## src/rtl/fault_detector.sv

```systemverilog
// Runtime fault detector: flags illegal opcodes, contradictory decoder controls and a stalled PC,
// holds the first fault until recovery logic resumes the CPU, and escalates repeated minor faults.
module fault_detector #(
  parameter int STUCK_LIMIT    = 16,
  parameter int ESCALATE_LIMIT = 3,
  parameter int CLEAN_WINDOW   = 64,
  parameter int BLANK_CYCLES   = 2
) (
  input  logic        clk,
  input  logic        reset,
  input  logic        instr_valid,
  input  logic [31:0] instr,
  input  logic        reg_write,
  input  logic        mem_write,
  input  logic        mem_read,
  input  logic        pc_write,
  input  logic [31:0] pc_current,
  input  logic        resume_cpu,
  output logic        illegal_opcode,
  output logic        invalid_control,
  output logic        stuck_at_fault,
  output logic [31:0] pc_saved,
  output logic        fault_active,
  output logic [7:0]  fault_count
);

  typedef enum logic [1:0] {MONITOR = 2'd0, HOLD = 2'd1, BLANK = 2'd2} state_e;

  localparam logic [7:0] STUCK_MAX  = 8'(STUCK_LIMIT);
  localparam logic [3:0] ESC_LEVEL  = 4'(ESCALATE_LIMIT);
  localparam logic [7:0] CLEAN_LAST = 8'(CLEAN_WINDOW - 1);
  localparam logic [2:0] BLANK_LAST = 3'(BLANK_CYCLES - 1);

  state_e      state_q, state_d;
  logic [2:0]  flags_q, flags_d;          // {stuck, invalid, illegal}
  logic [31:0] pc_saved_q, pc_saved_d;
  logic [7:0]  fault_count_q, fault_count_d;
  logic [7:0]  stall_cnt_q, stall_cnt_d;
  logic [3:0]  streak_q, streak_d;
  logic [7:0]  clean_cnt_q, clean_cnt_d;
  logic [2:0]  blank_cnt_q, blank_cnt_d;
  logic [31:0] prev_pc_q, prev_pc_d;

  logic illegal_c, invalid_c, stuck_c, any_c, latch, escalate, resume_hold;
  logic unused_instr_hi;

  // Every accepted opcode ends in 2'b11, so this also rejects compressed encodings.
  function automatic logic opcode_legal(input logic [6:0] op);
    case (op)
      7'b0110011, 7'b0010011, 7'b0000011, 7'b0100011,
      7'b1100011, 7'b1101111, 7'b1100111, 7'b0110111,
      7'b0010111, 7'b1110011, 7'b0001111: return 1'b1;
      default:                            return 1'b0;
    endcase
  endfunction

  assign unused_instr_hi = ^instr[31:7];
  assign illegal_c   = instr_valid && !opcode_legal(instr[6:0]);
  assign invalid_c   = (mem_read & mem_write) | (mem_write & reg_write);
  assign stuck_c     = (stall_cnt_q == STUCK_MAX);
  assign any_c       = illegal_c | invalid_c | stuck_c;
  assign latch       = (state_q == MONITOR) && any_c;
  assign escalate    = !stuck_c && (streak_q >= ESC_LEVEL);
  assign resume_hold = (state_q == HOLD) && resume_cpu;

  always_ff @(posedge clk) begin
    if (reset) state_q <= MONITOR;
    else       state_q <= state_d;
  end

  always_comb begin
    state_d = state_q;
    case (state_q)
      MONITOR: if (any_c) state_d = HOLD;
      HOLD:    if (resume_cpu) state_d = BLANK;
      BLANK:   if (blank_cnt_q == BLANK_LAST) state_d = MONITOR;
      default: state_d = MONITOR;
    endcase
  end

  always_comb begin
    flags_d       = flags_q;
    pc_saved_d    = pc_saved_q;
    fault_count_d = fault_count_q;
    streak_d      = streak_q;
    clean_cnt_d   = clean_cnt_q;
    blank_cnt_d   = 3'd0;
    prev_pc_d     = pc_current;

    if (latch) begin
      pc_saved_d  = pc_current;
      clean_cnt_d = 8'd0;
      if (fault_count_q != 8'hFF) fault_count_d = fault_count_q + 8'd1;
      if (stuck_c || escalate) begin
        flags_d  = 3'b100;
        streak_d = 4'd0;
      end else begin
        flags_d = invalid_c ? 3'b010 : 3'b001;
        if (streak_q != 4'hF) streak_d = streak_q + 4'd1;
      end
    end else if (state_q == MONITOR) begin
      if (clean_cnt_q == CLEAN_LAST) begin
        clean_cnt_d = 8'd0;
        streak_d    = 4'd0;
      end else begin
        clean_cnt_d = clean_cnt_q + 8'd1;
      end
    end

    if (resume_hold) flags_d = 3'b000;
    if (state_q == BLANK && blank_cnt_q != BLANK_LAST) blank_cnt_d = blank_cnt_q + 3'd1;

    // Stall counter keeps running in HOLD but is forced to zero from resume through blanking.
    if (resume_hold || state_q == BLANK)
      stall_cnt_d = 8'd0;
    else if (pc_write && pc_current == prev_pc_q)
      stall_cnt_d = (stall_cnt_q == STUCK_MAX) ? stall_cnt_q : stall_cnt_q + 8'd1;
    else
      stall_cnt_d = 8'd0;
  end

  always_ff @(posedge clk) begin
    if (reset) begin
      flags_q       <= 3'b000;
      pc_saved_q    <= 32'd0;
      fault_count_q <= 8'd0;
      stall_cnt_q   <= 8'd0;
      streak_q      <= 4'd0;
      clean_cnt_q   <= 8'd0;
      blank_cnt_q   <= 3'd0;
      prev_pc_q     <= 32'd0;
    end else begin
      flags_q       <= flags_d;
      pc_saved_q    <= pc_saved_d;
      fault_count_q <= fault_count_d;
      stall_cnt_q   <= stall_cnt_d;
      streak_q      <= streak_d;
      clean_cnt_q   <= clean_cnt_d;
      blank_cnt_q   <= blank_cnt_d;
      prev_pc_q     <= prev_pc_d;
    end
  end

  always_comb begin
    fault_active    = (state_q == HOLD);
    stuck_at_fault  = flags_q[2];
    invalid_control = flags_q[1];
    illegal_opcode  = flags_q[0];
    pc_saved        = pc_saved_q;
    fault_count     = fault_count_q;
  end

endmodule

```

## config.mk

```make
export PLATFORM = sky130hd
export DESIGN_NAME = fault_detector
export DESIGN_NICKNAME = d
export VERILOG_FILES = /design/src/rtl/fault_detector.sv
export SDC_FILE = /design/constraint.sdc
export NUM_CORES = 1
export LEC_CHECK = 0
export ABC_AREA = 0
export ABC_CLOCK_PERIOD_IN_PS = 2000
export CAP_MARGIN = 25
export CORE_ASPECT_RATIO = 1.5
export CORE_MARGIN = 4
export CORE_UTILIZATION = 43
export CTS_CLUSTER_SIZE = 8
export DETAILED_ROUTE_END_ITERATION = 8
export PLACE_DENSITY = 0.88
export SLEW_MARGIN = 10
export SYNTH_ARGS = -nofsm -noshare
export SYNTH_HDL_FRONTEND = slang
export SYNTH_SLANG_ARGS = --single-unit
```

## constraint.sdc

```tcl
create_clock -name clk -period 2 [get_ports clk]
set_clock_uncertainty 0.1 [all_clocks]
set_input_delay 0.2 -clock clk [delete_from_list [all_inputs] [get_ports clk]]
set_output_delay 0.2 -clock clk [all_outputs]
set_load 0.01 [all_outputs]
```

==> qor.yml <==
sta:
  finalClockPeriodUsage: 0.983
  worst_pin_slew_ns: 0.498
  setup_viol: 0
  setup_ws_ns: 0.0347
  final-hold-violation-count: 0
cells_and_area:
  comb_cells: 325
  seq_cells: 100
  drive_gt1_frac: 0.189
  clkbuf_count: 10
  logic_area_sq_um: 2200
  final-nonclk-buf-share: 0.192
  largestClassByArea: "multi-input combinational cells"
cts:
  cts_buffer_depth: 2
  cts_tree: "done"
  root_buffer: "clkbuf_16"
synthesis:
  postSynthSeqShare: 0.474
  synthDistinctLibCells: 50
  ys_chip_area_sq_um: 4230
  aoi_share: 0.117
  mux_area_frac: 0.0121
  area_leaders: "dfxtp_1 47%, xnor2_1 7.3%, nor2b_1 5.6%, nand2_1 5.2%, a21oi_2 4.1%"
  synth_area_per_cell_sq_um: 9.46
  ff_type: "dfxtp_1"
place:
  dp_hpwl_mm: 7.62
  numPortBuffers: 90
  postPlaceCellArea_sq_um: 5340
drt:
  vias: 3505
  drtIter0Drc: 172
  firstDrtPassIters: 4
  via_per_inst: 5.22
  totalWireLength_mm: 10.4
pwr:
  p_seq_frac: 0.443
  combPwrFrac: 0.198
critical_path:
  cp_data_arrival_time_ns: 2.14
  crit_required_ns: 2.17
  endpoint_kind: "flop"
  reg2reg_to: "fault_count[7]"
  startpoint_type: "input pin"
grt:
  grt_pass1_wl_mm: 16.5
floorplanning:
  die-area_sq_um: 11500
  taps: 115
  rows: 44
run_status:
  outcome: "completed"
run:
  warning_count: 55
hold_path:
  holdCritPathClass: "input pin to flop"
==> logic make-up after synthesis <==
group                    count (synthesis)
AND-OR/OR-AND                           63
XOR/XNOR                                43
adder cells (fa/ha/maj)                  7
buffers and inverters                   22
flip-flops                             100
multiplexers                             5
AND/OR/NAND/NOR                        207
==> power by group through the flow <==
stage / clock network, mW / logic [mW] / registers (mW)
3_5_place_dp: 0 / 0.945 / 2.26
2_1_floorplan: 0 / 0.479 / 2.28
3_3_place_gp: 0 / 0.918 / 2.25
6_report: 1.79 / 0.990 / 2.21
5_1_grt: 1.92 / 1.07 / 2.23
4_1_cts: 1.84 / 0.983 / 2.22
==> state kept, by name (all words and copies together) (netlist names) <==
name	cells
flags_q	3
state_q	2
fault_count	8
prev_pc_q	32
stall_cnt_q	8
clean_cnt_q	8
blank_cnt_q	3
pc_saved	32
streak_q	4
==> worst max-delay path, stage by stage <==
cell	delay, ns
clkdlybuf4s50_1	0.47
nor2b_2	0.20
o32ai_4	0.36
o31ai_4	0.13
buf_6	0.16
or4_4	0.51
a21oi_2	0.12
==> metrics by stage <==
| step | TNS, ns | instances | hold WS, ns | power [mW] | util |
|---|---|---|---|---|---|
| after global routing | -0.0812 | 672 | 0.0515 | 5.22 | 0.599 |
| after detailed placement | -20.10 | 654 | 0.352 | 3.21 | 0.554 |
| after global placement | -15.62 | 654 | 0.331 | 3.17 | 0.554 |
| final | 0 | 672 | 0.0503 | 5.00 | 0.599 |
| after floorplan | 0 | 447 | 0.228 | 2.76 | - |
| after CTS | -0.168 | 672 | 0.0389 | 5.04 | 0.589 |
==> how the worst min path moves through the flow <==
stage / from / depth (start not counted) / slack (ns) / endpoint
after floorplan: pc_current[0] / 1 / 0.23 / prev_pc_q[0]
after CTS: reset / 2 / 0.04 / fault_count[3]
final: reset / 2 / 0.05 / fault_count[7]
after global routing: reset / 2 / 0.05 / fault_count[7]
after global placement: blank_cnt_q[0] / 1 / 0.33 / blank_cnt_q[0]
after detailed placement: pc_saved[6] / 2 / 0.35 / pc_saved[6]
==> cell usage after synthesis (2+ instances only) <==
cell type / n
nor2b_1: 38
nand2_1: 59
a21oi_1: 22
clkbuf_1: 10
nor4_1: 4
nor3_1: 13
o31ai_1: 4
xor2_1: 8
nand4_1: 8
dfxtp_1: 100
inv_1: 3
a21oi_2: 20
ha_1: 7
and3_1: 5
nand3_1: 14
nor2_1: 23
buf_6: 5
nand2b_1: 9
mux2i_1: 4
xnor2_1: 35
or4_1: 5
and2_1: 2
nand2_2: 20
buf_2: 3
==> per-layer routing <==
layer  GRT usage  vias up  part of all wire
met3      0.0375       29             0.050
met1       0.205     1641              0.39
met4      0.0964        0             0.034
li1            -     1717                 -
met2       0.318      118              0.52
met5           0        -                 0
==> repair_timing <==
| action | in CTS | in global routing |
|---|---|---|
| resized | 7 | 21 |
| buffers inserted | 2 | 0 |
| cloned | 1 | 0 |
| pin swaps | 2 | 4 |
| endpoints found under the setup margin | 47 | 47 |
| hold buffers | 0 | 0 |
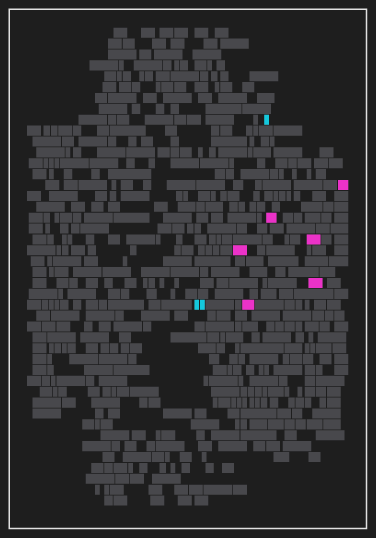
gates.png
(4 px per micron)
[cyan] inv cells | cells: 3 | most used: inv_1
[magenta] non-inverting ao/oa cells | cells: 6 | where: middle right

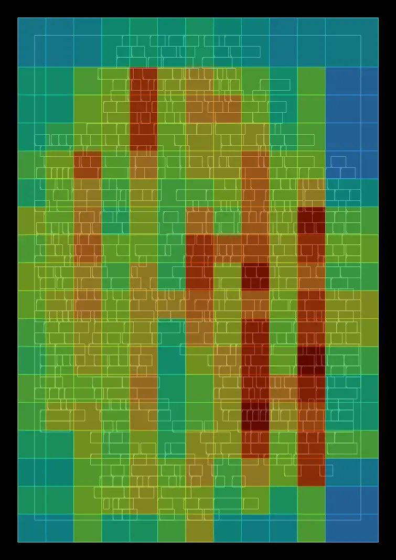
congestion_map.png
M3 GR Usage: 0.0375
mean routed wirelength per cell: 15.5 microns
met1 GRT Util: 0.205
final core occ: 0.599
Global Route Usage Sum: 0.183

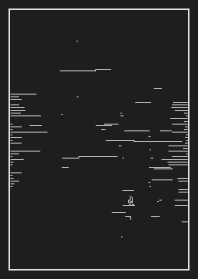
m3.png
(2 px per micron)
main direction: horizontal
wire length on this layer: 515 microns

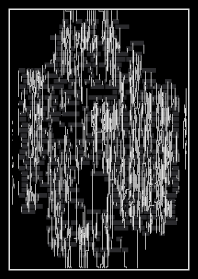
m2.png
(2 px per micron) Cells faint in the background.
share of all routed wire: 52%
wire length on this layer: 5430 microns
longest straight run: 47.6 microns

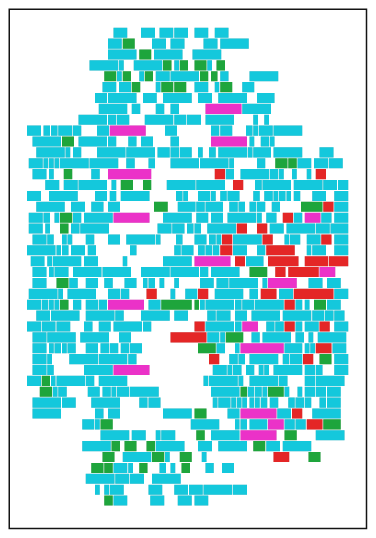
sizing.png
(4 px per micron)
[red] x3 and x4 | cells: 33 | share: 5.9%
[cyan] x1 and smaller | cells: 452 | share: 81%
[green] x2 | cells: 56 | share: 10%
[magenta] x6 and larger | cells: 16 | share: 2.9%

No activity file was given, so power comes from the tool's default toggle rates.
